### config.mk
export PLATFORM = sky130hd
export DESIGN_NAME = program_loader
export DESIGN_NICKNAME = d
export VERILOG_FILES = /design/src/rtl/nrisc_pkg.sv /design/src/rtl/program_loader.sv
export SDC_FILE = /design/constraint.sdc
export NUM_CORES = 1
export LEC_CHECK = 0
export ABC_AREA = 1
export CAP_MARGIN = 20
export CORE_MARGIN = 5
export CORE_UTILIZATION = 47
export DETAILED_ROUTE_END_ITERATION = 12
export GPL_ROUTABILITY_DRIVEN = 0
export GPL_TIMING_DRIVEN = 1
export HOLD_SLACK_MARGIN = 0.12
export PLACE_DENSITY_LB_ADDON = 0.1
export SYNTH_ARGS = -nofsm -noshare
export SYNTH_HDL_FRONTEND = slang
export SYNTH_SLANG_ARGS = --single-unit
### constraint.sdc
create_clock -name Clock -period 3.71 [get_ports Clock]
set_input_delay 1.113 -clock Clock [delete_from_list [all_inputs] [get_ports Clock]]
set_output_delay 1.113 -clock Clock [all_outputs]
set_load 0.1 [all_outputs]
### src/rtl/nrisc_pkg.sv
// nrisc_pkg
// Shared definitions for the nRisc boot path: default data/address widths
// and the program loader state encoding.
package nrisc_pkg;

    localparam int DATA_W = 8;
    localparam int ADDR_W = 8;

    typedef enum logic [2:0] {
        IDLE  = 3'd0,
        LEN   = 3'd1,
        DATA  = 3'd2,
        CHECK = 3'd3,
        DONE  = 3'd4,
        ERR   = 3'd5
    } loader_state_t;

    // A frame is open (bytes expected, idle timer running) in these states.
    function automatic logic is_open(input loader_state_t s);
        return (s == LEN) || (s == DATA) || (s == CHECK);
    endfunction

endpackage

### src/rtl/program_loader.sv
// program_loader
// Boot-time writer for the nRisc instruction memory. Accepts a framed byte
// stream (LEN, N payload bytes, CHK) over valid/ready, writes the payload to
// instruction memory from address 0 upward and verifies an 8-bit additive
// checksum. The processor is held in reset until a load completes cleanly.
//
// Ports:
//   Clock      single clock, rising edge
//   reset      asynchronous active-low reset
//   start      one-cycle load request, honoured in IDLE, DONE and ERR
//   in_valid   stream byte valid
//   in_data    stream byte
//   in_ready   loader accepts a byte (LEN, DATA, CHECK)
//   imem_we    registered instruction memory write strobe
//   imem_addr  registered write address
//   imem_wdata registered write data
//   cpu_hold   processor reset request (1 = hold)
//   done       last load succeeded
//   error      last load failed (checksum or timeout)
//
// At top level the processor reset is (reset & ~cpu_hold), both active-low.
module program_loader
    import nrisc_pkg::*;
#(
    parameter int DATA_W  = nrisc_pkg::DATA_W,
    parameter int ADDR_W  = nrisc_pkg::ADDR_W,
    parameter int TIMEOUT = 1024
) (
    input  logic              Clock,
    input  logic              reset,
    input  logic              start,
    input  logic              in_valid,
    input  logic [DATA_W-1:0] in_data,
    output logic              in_ready,
    output logic              imem_we,
    output logic [ADDR_W-1:0] imem_addr,
    output logic [DATA_W-1:0] imem_wdata,
    output logic              cpu_hold,
    output logic              done,
    output logic              error
);

    localparam int IDLE_CNT_W = $clog2(TIMEOUT + 1);
    // Expiry fires on the edge that would take the idle count to TIMEOUT.
    localparam logic [IDLE_CNT_W-1:0] IDLE_LAST = IDLE_CNT_W'(TIMEOUT - 1);
    localparam logic [IDLE_CNT_W-1:0] IDLE_ONE  = IDLE_CNT_W'(1);
    localparam logic [ADDR_W:0]       ADDR_ONE  = (ADDR_W + 1)'(1);
    localparam logic [ADDR_W:0]       FULL_LEN  = {1'b1, {ADDR_W{1'b0}}};

    loader_state_t           state_r;
    // One bit wider than the memory address so a full 2^ADDR_W frame ends cleanly.
    logic [ADDR_W:0]         addr_r;
    logic [ADDR_W:0]         len_r;
    logic [DATA_W-1:0]       acc_r;
    logic [IDLE_CNT_W-1:0]   idle_r;

    logic                    xfer_s;
    logic                    expire_s;
    logic [ADDR_W-1:0]       len_lo_s;
    logic [ADDR_W:0]         len_s;

    // Handshake qualifier and idle-timeout expiry for the current cycle.
    always_comb begin
        xfer_s   = in_valid && in_ready;
        expire_s = is_open(state_r) && !xfer_s && (idle_r == IDLE_LAST);
    end

    // Decode the LEN byte: zero means the whole memory.
    always_comb begin
        len_lo_s = ADDR_W'(in_data);
        if (len_lo_s == {ADDR_W{1'b0}}) begin
            len_s = FULL_LEN;
        end else begin
            len_s = {1'b0, len_lo_s};
        end
    end

    // Loader FSM with registered handshake, write port and status outputs.
    always_ff @(posedge Clock or negedge reset) begin
        if (!reset) begin
            state_r    <= IDLE;
            addr_r     <= '0;
            len_r      <= '0;
            acc_r      <= '0;
            idle_r     <= '0;
            in_ready   <= 1'b0;
            imem_we    <= 1'b0;
            imem_addr  <= '0;
            imem_wdata <= '0;
            cpu_hold   <= 1'b1;
            done       <= 1'b0;
            error      <= 1'b0;
        end else begin
            imem_we <= 1'b0;
            if (expire_s) begin
                // A write issued on an earlier edge is already on the port and completes.
                state_r  <= ERR;
                in_ready <= 1'b0;
                error    <= 1'b1;
                cpu_hold <= 1'b1;
                idle_r   <= '0;
            end else begin
                case (state_r)
                    IDLE, DONE, ERR: begin
                        if (start) begin
                            state_r  <= LEN;
                            in_ready <= 1'b1;
                            cpu_hold <= 1'b1;
                            done     <= 1'b0;
                            error    <= 1'b0;
                            acc_r    <= '0;
                            addr_r   <= '0;
                            idle_r   <= '0;
                        end
                    end
                    LEN: begin
                        if (xfer_s) begin
                            len_r   <= len_s;
                            idle_r  <= '0;
                            state_r <= DATA;
                        end else begin
                            idle_r <= idle_r + IDLE_ONE;
                        end
                    end
                    DATA: begin
                        if (xfer_s) begin
                            imem_we    <= 1'b1;
                            imem_addr  <= addr_r[ADDR_W-1:0];
                            imem_wdata <= in_data;
                            acc_r      <= acc_r + in_data;
                            addr_r     <= addr_r + ADDR_ONE;
                            idle_r     <= '0;
                            if ((addr_r + ADDR_ONE) == len_r) begin
                                state_r <= CHECK;
                            end
                        end else begin
                            idle_r <= idle_r + IDLE_ONE;
                        end
                    end
                    CHECK: begin
                        if (xfer_s) begin
                            in_ready <= 1'b0;
                            idle_r   <= '0;
                            if (in_data == acc_r) begin
                                state_r  <= DONE;
                                done     <= 1'b1;
                                cpu_hold <= 1'b0;
                            end else begin
                                state_r <= ERR;
                                error   <= 1'b1;
                            end
                        end else begin
                            idle_r <= idle_r + IDLE_ONE;
                        end
                    end
                    default: begin
                        // Unreachable encoding: fail safe with the processor held.
                        state_r  <= ERR;
                        in_ready <= 1'b0;
                        error    <= 1'b1;
                        cpu_hold <= 1'b1;
                    end
                endcase
            end
        end
    end

endmodule

==> summary.txt <==
On the backend side, the flow ran end to end.

The run finished with clean final reports. Of the total power, registers draw 0.324. Yosys reports the multiplexer fraction of the synthesized area as 0.

Per the placement report, the placed cell count is 517. The depth of the worst register-to-register path stands at 12. The number of nets handed over by synthesis was 414. The core occupancy in the finished layout stands at 0.5656. Ranked by instance count, the synthesized netlist is headed by sky130_fd_sc_hd__nand2_1, sky130_fd_sc_hd__dfrtp_1, sky130_fd_sc_hd__inv_1. The number of global-route vias before repair was 2586.

Setup slack on the worst path after placement came out at 0.6859 ns. The initial antenna violation count was 0. After detailed routing, no signal wire sits above met4. The chip occupies 8805 um2. The number of instances in the synthesized netlist stands at 392. The die is 93.84 um tall. Per the timing report, the most critical flop-to-flop path originates at addr_r[0]$_DFFE_PN0P_. The critical path maximum fanout is 3.

The total length of routed wires stands at 7.336 mm. The registers reported with the highest flop counts are idle_r (11), addr_r (9), len_r (9). The number of endpoints with negative hold slack in the final report stands at 0. The die width stands at 93.84 um. The count of input and output buffers stands at 32.

The share of the core area taken by cells at floorplan is 0.4835. On the worst path, the slowest cell contributes a delay of 0.46 ns. According to the timing report, the data required time at the worst endpoint equals 3.99 ns.

The share of the clock period used by the worst path after layout stands at 0.7163. Leaving out fill and tap cells, the most frequent cells in the layout are sky130_fd_sc_hd__nand2_1, sky130_fd_sc_hd__dfrtp_1, sky130_fd_sc_hd__inv_1. Leaving out buffers and inverters, the combinational logic in the layout accounts for 1549 um2. By area the synthesized netlist is led by sky130_fd_sc_hd__dfrtp_1, sky130_fd_sc_hd__nand2_1, sky130_fd_sc_hd__o21ai_0. The wire length of the first global-routing pass stands at 12.42 mm. The final layout reports a setup TNS of 0 ns. The routed length on met1 stands at 3.765 mm. The detailed-route DRC error count stands at 0.

After filler insertion, the fill cell instance count of the layout stands at 658. Counting flops with an async set or reset pin after synthesis yields a share of 1.000. The area share of the largest cell type after synthesis stands at 0.4545. CTS placed an instance of sky130_fd_sc_hd__clkbuf_8 at the clock tree root. The post-layout net count stands at 454.

In the CTS report, the clock slew at the register clock pins of the worst setup and hold paths is listed as 0.08 ns. For hold timing, the worst endpoint is imem_addr[1]$_DFFE_PN0P_. The global routing report lists combined usage of all routing layers as 0.1819. Global route summary, busiest routing layer listed as met1. The slowest stage of the critical path is the sky130_fd_sc_hd__clkdlybuf4s50_1 cell. On the critical path the largest part of the delay comes from adder cells. Counting flops per register, the top entry is idle_r.

The repair_antennas step left the layout with diodes totalling 0. CTS reports a maximum clock tree buffer depth of 2.
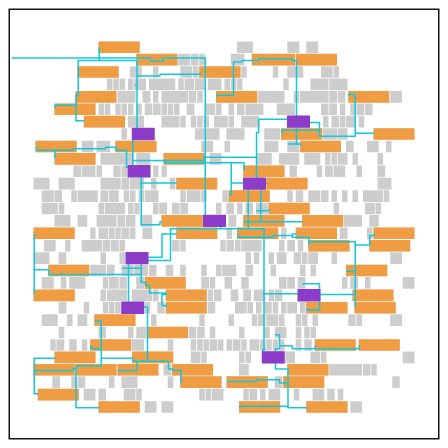
*Clock wires, drivers and flops*
[orange] flip-flops | count: 61
[purple] clock drivers | count: 9
[cyan] clock wires | length: 830 um
flops lie: widely spread
Clk network pwr share: 0.177
clock insertion delay at the later pin of the skew report: 0.34 ns
clk pwr: 0.000525 W
clock skew: 0.006507 ns

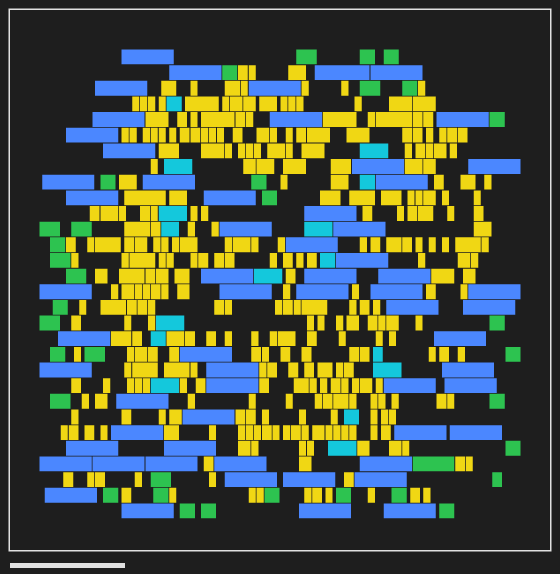
*Placed cells, one colour a class*
The bar under the picture is 20 um long.
| colour | class | cells | share of their area |
|---|---|---|---|
| cyan | clock drivers and dummy loads | 16 | 4.7% |
| yellow | combinational and other logic | 325 | 47% |
| blue | sequential cells | 61 | 41% |
| green | remaining buffers and delay cells | 35 | 8.0% |

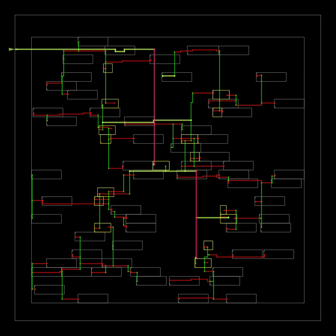
*Clock routing*
clk sinks: 61
clock tree buffer count of the final layout: 9
flop count: 61

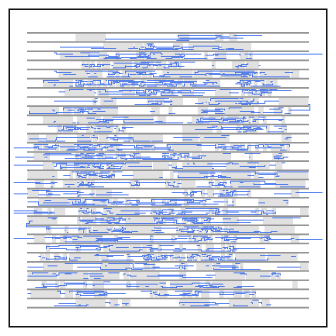
*The metal 1 layer*
Supply wires on this layer in grey. Cells faint in the background.
share of all routed wire: 51%
main direction: horizontal

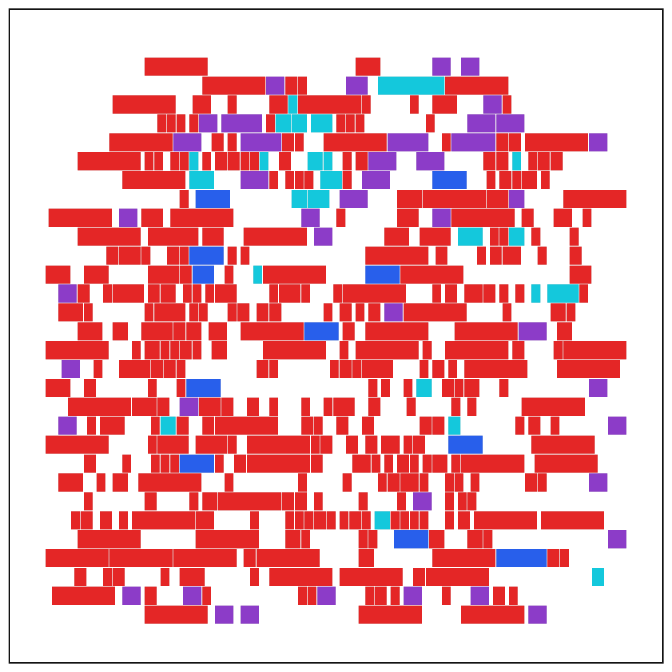
*Sizing map*
| colour | size | cells | share | most used |
|---|---|---|---|---|
| purple | _3 and _4 cells | 43 | 9.8% | buf_4 |
| red | _0 and _1 cells | 359 | 82% | nand2_1 |
| blue | _6 and larger | 11 | 2.5% | clkbuf_8 |
| cyan | _2 cells | 24 | 5.5% | inv_2 |

Power and IR drop assume default switching activity.
